### config.mk
export PLATFORM = sky130hd
export DESIGN_NAME = button_debouncer
export DESIGN_NICKNAME = d
export VERILOG_FILES = /design/src/rtl/lab8_pkg.sv /design/src/rtl/sync_chain.sv /design/src/rtl/button_debouncer.sv
export SDC_FILE = /design/constraint.sdc
export NUM_CORES = 1
export LEC_CHECK = 0
export ABC_AREA = 0
export CAP_MARGIN = 20
export CELL_PAD_IN_SITES_DETAIL_PLACEMENT = 0
export CELL_PAD_IN_SITES_GLOBAL_PLACEMENT = 1
export CORE_MARGIN = 2
export CORE_UTILIZATION = 30
export CTS_BUF_LIST = sky130_fd_sc_hd__clkbuf_4 sky130_fd_sc_hd__clkbuf_8
export CTS_CLUSTER_SIZE = 40
export DETAILED_ROUTE_END_ITERATION = 12
export PLACE_DENSITY_LB_ADDON = 0.1
export SETUP_SLACK_MARGIN = 0.1
export SYNTH_ARGS = -nofsm -noshare
export SYNTH_HDL_FRONTEND = slang
export SYNTH_SLANG_ARGS = --single-unit
### constraint.sdc
create_clock -name clk -period 2.06 [get_ports clk]
set_input_delay 0.618 -clock clk [delete_from_list [all_inputs] [get_ports clk]]
set_output_delay 0.618 -clock clk [all_outputs]
set_load 0.005 [all_outputs]
### src/rtl/lab8_pkg.sv
// Shared definitions for the push-button debouncer.
// State encodings and the default 5 ms qualification window at 100 MHz.
package lab8_pkg;

    typedef enum logic [1:0] {
        IDLE_LOW  = 2'b00,
        WAIT_HIGH = 2'b01,
        IDLE_HIGH = 2'b10,
        WAIT_LOW  = 2'b11
    } db_state_e;

    localparam int unsigned DEBOUNCE_100MHZ_5MS = 500000;

endpackage

### src/rtl/sync_chain.sv
// Multi-flop synchroniser bringing an asynchronous level into clk.
// Flops are chained back to back with no logic in between.
module sync_chain #(
    parameter int unsigned N = 2
) (
    input  logic clk,
    input  logic rst_n,
    input  logic d,
    output logic q
);

    logic [N-1:0] sync_q;
    logic [N-1:0] sync_d;

    // Shift the raw input one stage deeper each cycle.
    always_comb begin
        sync_d = {sync_q[N-2:0], d};
    end

    // Synchroniser register bank, cleared by reset.
    always_ff @(posedge clk or negedge rst_n) begin
        if (!rst_n) begin
            sync_q <= '0;
        end else begin
            sync_q <= sync_d;
        end
    end

    assign q = sync_q[N-1];

endmodule

### src/rtl/button_debouncer.sv
// Push-button debouncer: synchroniser plus a 4-state qualify FSM.
// A level change is accepted only after STABLE_CYCLES equal samples.
module button_debouncer
    import lab8_pkg::*;
#(
    parameter int unsigned SYNC_STAGES   = 2,
    parameter int unsigned STABLE_CYCLES = DEBOUNCE_100MHZ_5MS
) (
    input  logic clk,
    input  logic rst_n,
    input  logic btn_in,
    output logic db_out,
    output logic busy
);

    localparam int unsigned CNT_W = $clog2(STABLE_CYCLES);
    localparam logic [CNT_W-1:0] CNT_MAX = CNT_W'(STABLE_CYCLES - 1);
    localparam logic [CNT_W-1:0] CNT_ONE = CNT_W'(1);

    logic s;

    db_state_e state_q;
    db_state_e state_d;
    logic [CNT_W-1:0] cnt_q;
    logic [CNT_W-1:0] cnt_d;
    logic db_q;
    logic db_d;

    sync_chain #(
        .N(SYNC_STAGES)
    ) u_sync (
        .clk  (clk),
        .rst_n(rst_n),
        .d    (btn_in),
        .q    (s)
    );

    // Next-state, counter and output level; aborts give no partial credit.
    always_comb begin
        state_d = state_q;
        cnt_d   = cnt_q;
        db_d    = db_q;
        case (state_q)
            IDLE_LOW: begin
                if (s) begin
                    state_d = WAIT_HIGH;
                    cnt_d   = '0;
                end
            end
            WAIT_HIGH: begin
                if (!s) begin
                    state_d = IDLE_LOW;
                end else if (cnt_q == CNT_MAX) begin
                    state_d = IDLE_HIGH;
                    db_d    = 1'b1;
                end else begin
                    cnt_d = cnt_q + CNT_ONE;
                end
            end
            IDLE_HIGH: begin
                if (!s) begin
                    state_d = WAIT_LOW;
                    cnt_d   = '0;
                end
            end
            WAIT_LOW: begin
                if (s) begin
                    state_d = IDLE_HIGH;
                end else if (cnt_q == CNT_MAX) begin
                    state_d = IDLE_LOW;
                    db_d    = 1'b0;
                end else begin
                    cnt_d = cnt_q + CNT_ONE;
                end
            end
            default: begin
                state_d = IDLE_LOW;
                db_d    = 1'b0;
            end
        endcase
    end

    // State, counter and debounced-level registers.
    always_ff @(posedge clk or negedge rst_n) begin
        if (!rst_n) begin
            state_q <= IDLE_LOW;
            cnt_q   <= '0;
            db_q    <= 1'b0;
        end else begin
            state_q <= state_d;
            cnt_q   <= cnt_d;
            db_q    <= db_d;
        end
    end

    assign db_out = db_q;
    assign busy   = (state_q == WAIT_HIGH) || (state_q == WAIT_LOW);

endmodule

==> results.tsv, run 1 <==
metric	value	unit
run_status	complete, no violations	
gr-total-overflow	0	
endpoint_of_the_most_critical_setup_path	busy	
ys_sh_simple	21.68	%
tritoncts	built	
number_of_openroad_warnings	26	
slowest_stage	clkdlybuf4s50_1	
min_delay_path_depth	0	
post_route_worst_setup_slack	0.1810	ns
synth-edff-count	0	
core.rowCount	23	
top_cell_area_share	46.47	%
hold-worst-slack	0.3679	ns
worstSetupPathDepth	1	
power.share.clock	42.4	%
pg_seq	505	uW
final_core_utilization	36.93	%
wl_met2	1.500	mm
p_sw_share	22.79	%
synthCells	136	
power.internal	774.7	uW
pwr-share-seq	50.3	%
detailedPlace.worstSlack	0.2420	ns
max_clock_freq	0.5322	GHz
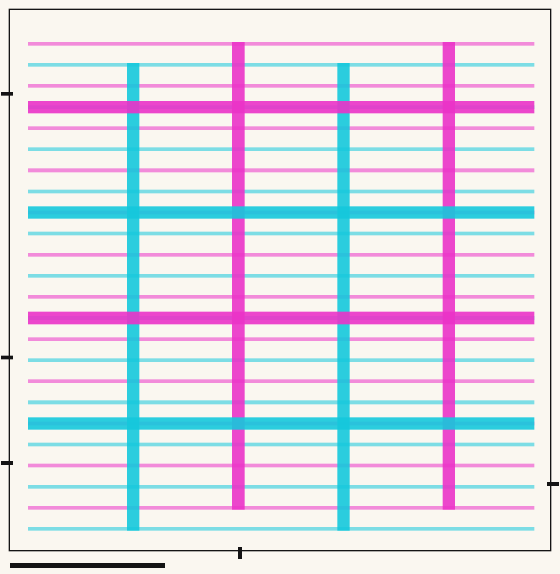
Figure 1: run 1, power grid.
Scale bar: 20 um. Pins as bars on the die edge.
legend:
  cyan:
    net: VSS
  magenta:
    net: VDD
met5 straps: 4
signal pins: 5
rows: 23
met4 straps: 4
die width: 69.64 um
height of the die: 69.64 um
IR Drop Worst-Case VDD: 0.3754 mV
area of the core: 4086 um2

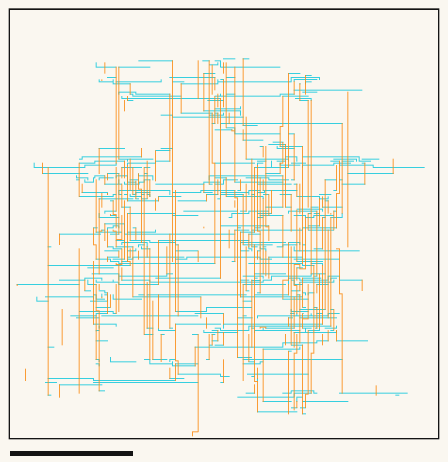
Figure 2: run 1, metal layers overlaid.
Scale bar: 20 um. Two of the layers only.
legend:
  orange:
    layer: M2
    wire_length: 1500 um
  cyan:
    layer: M1
    wire_length: 1540 um
all-layer global routing usage: 14.42%
Routed WL: 3.198 mm

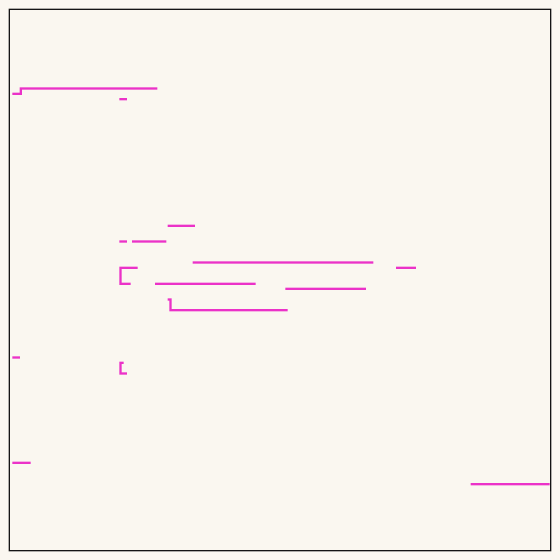
Figure 3: run 1, M3 wires.
main direction: horizontal
nets with wire on the layer: 12
wire length on this layer: 113 um
detailed-route via count: 1096
fraction of met3 tracks used by global routing: 3.634%

## Run 2: what changed since run 1
--- a/config.mk
+++ b/config.mk
@@ -11,9 +11,10 @@
 export CELL_PAD_IN_SITES_GLOBAL_PLACEMENT = 1
 export CORE_MARGIN = 2
 export CORE_UTILIZATION = 30
-export CTS_BUF_LIST = sky130_fd_sc_hd__clkbuf_4 sky130_fd_sc_hd__clkbuf_8
+export CTS_BUF_LIST = sky130_fd_sc_hd__clkbuf_2
 export CTS_CLUSTER_SIZE = 40
 export DETAILED_ROUTE_END_ITERATION = 12
+export HOLD_SLACK_MARGIN = 0.1
 export PLACE_DENSITY_LB_ADDON = 0.1
 export SETUP_SLACK_MARGIN = 0.1
 export SYNTH_ARGS = -nofsm -noshare
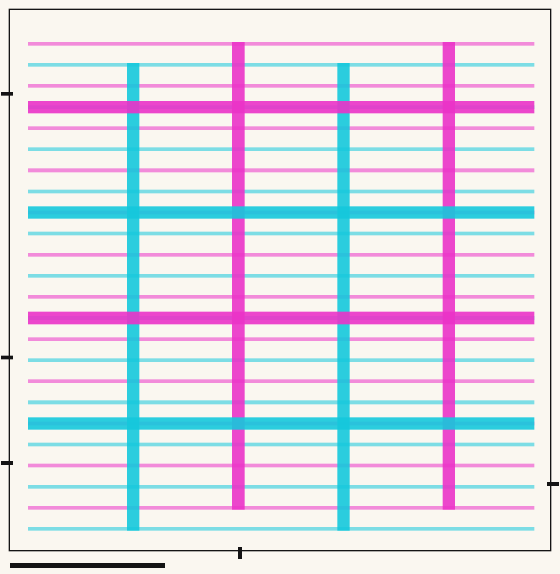
Figure 4: run 2, power grid.
Scale bar: 20 um. Pins as bars on the die edge.
legend:
  magenta:
    net: VDD
  cyan:
    net: VSS
met1 rails: 24
met5 straps: 4
signal pins: 5
rows: 23
IR Drop Worst-Case VDD: 0.3619 mV

==> run 2 against run 1 <==
  * Routed wire length is 0.63% lower
  * Critical path depth increased by 6
  * Critical endpoint is now cnt_q[3]
  * Setup slack better by 0.021 ns
  * Largest cell class unchanged
  * Clock-buffer cell count did not move
  * Sequential cell count unchanged
==> results.tsv, run 2 <==
metric	value	unit	change
p_sw_share	24.28	%	+1.5 points
min_delay_path_depth	0		unchanged
vias	1106		+0.91%
chipWidth	69.64	um	unchanged
floorplan.die.height	69.64	um	unchanged
run_status	complete, no violations		
seq_area_frac_synth	46.47	%	
clock_tree_skew_after_final_layout	0.009714	ns	
endpoint_of_the_most_critical_setup_path	cnt_q[3]		
min_to	u_sync.sync_q[1]		
max_clock_freq	0.5382	GHz	+1.1%
power.internal	686.2	uW	-11%
gr-usage-met3	3.634	%	unchanged
slowest_stage	dfrtp_2		
dp_hpwl	2.248	mm	
synthCells	136		unchanged
core	4086	um2	unchanged
tritoncts	built		
top_register	cnt_q		
pg_seq	503	uW	about the same
synthMostInstantiatedCell	dfrtp_1		
synth_async_sr_flop_share	100.0	%	
fin_tns_setup	0	ns	
post-route-min-period	1.858	ns	
detailedPlace.worstSlack	0.2420	ns	unchanged
pwr-share-seq	55.5	%	+5.2 points
fp.dieArea	4849	um2	
gr-total-overflow	0		unchanged
ys_sh_simple	21.68	%	unchanged
wl_met2	1.522	mm	+1.5%
worstSetupPathDepth	7		+6
final_core_utilization	36.77	%	-0.15 points
post_route_worst_setup_slack	0.2021	ns	+0.02110 ns
multiInputGateArea	649.4	um2	
number_of_openroad_warnings	27		+3.8%
core.rowCount	23		unchanged
finalHoldViolCount	0		
timing.critical_path.from_type	flop		
hold-worst-slack	0.3976	ns	+0.02970 ns
bufs_on_longest_clock_path	2		
top_cell_area_share	46.47	%	unchanged
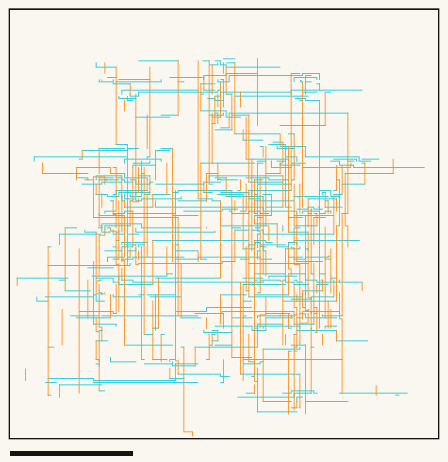
Figure 5: run 2, metal layers overlaid.
Scale bar: 20 um. Two of the layers only.
legend:
  orange:
    layer: M2
    wire_length: 1520 um
  cyan:
    layer: M1
    wire_length: 1530 um
all-layer global routing usage: 14.46%
wire per inst: 15.97 um
Routed WL: 3.178 mm

Power figures rest on the tool's default switching activity, not on a simulated workload.
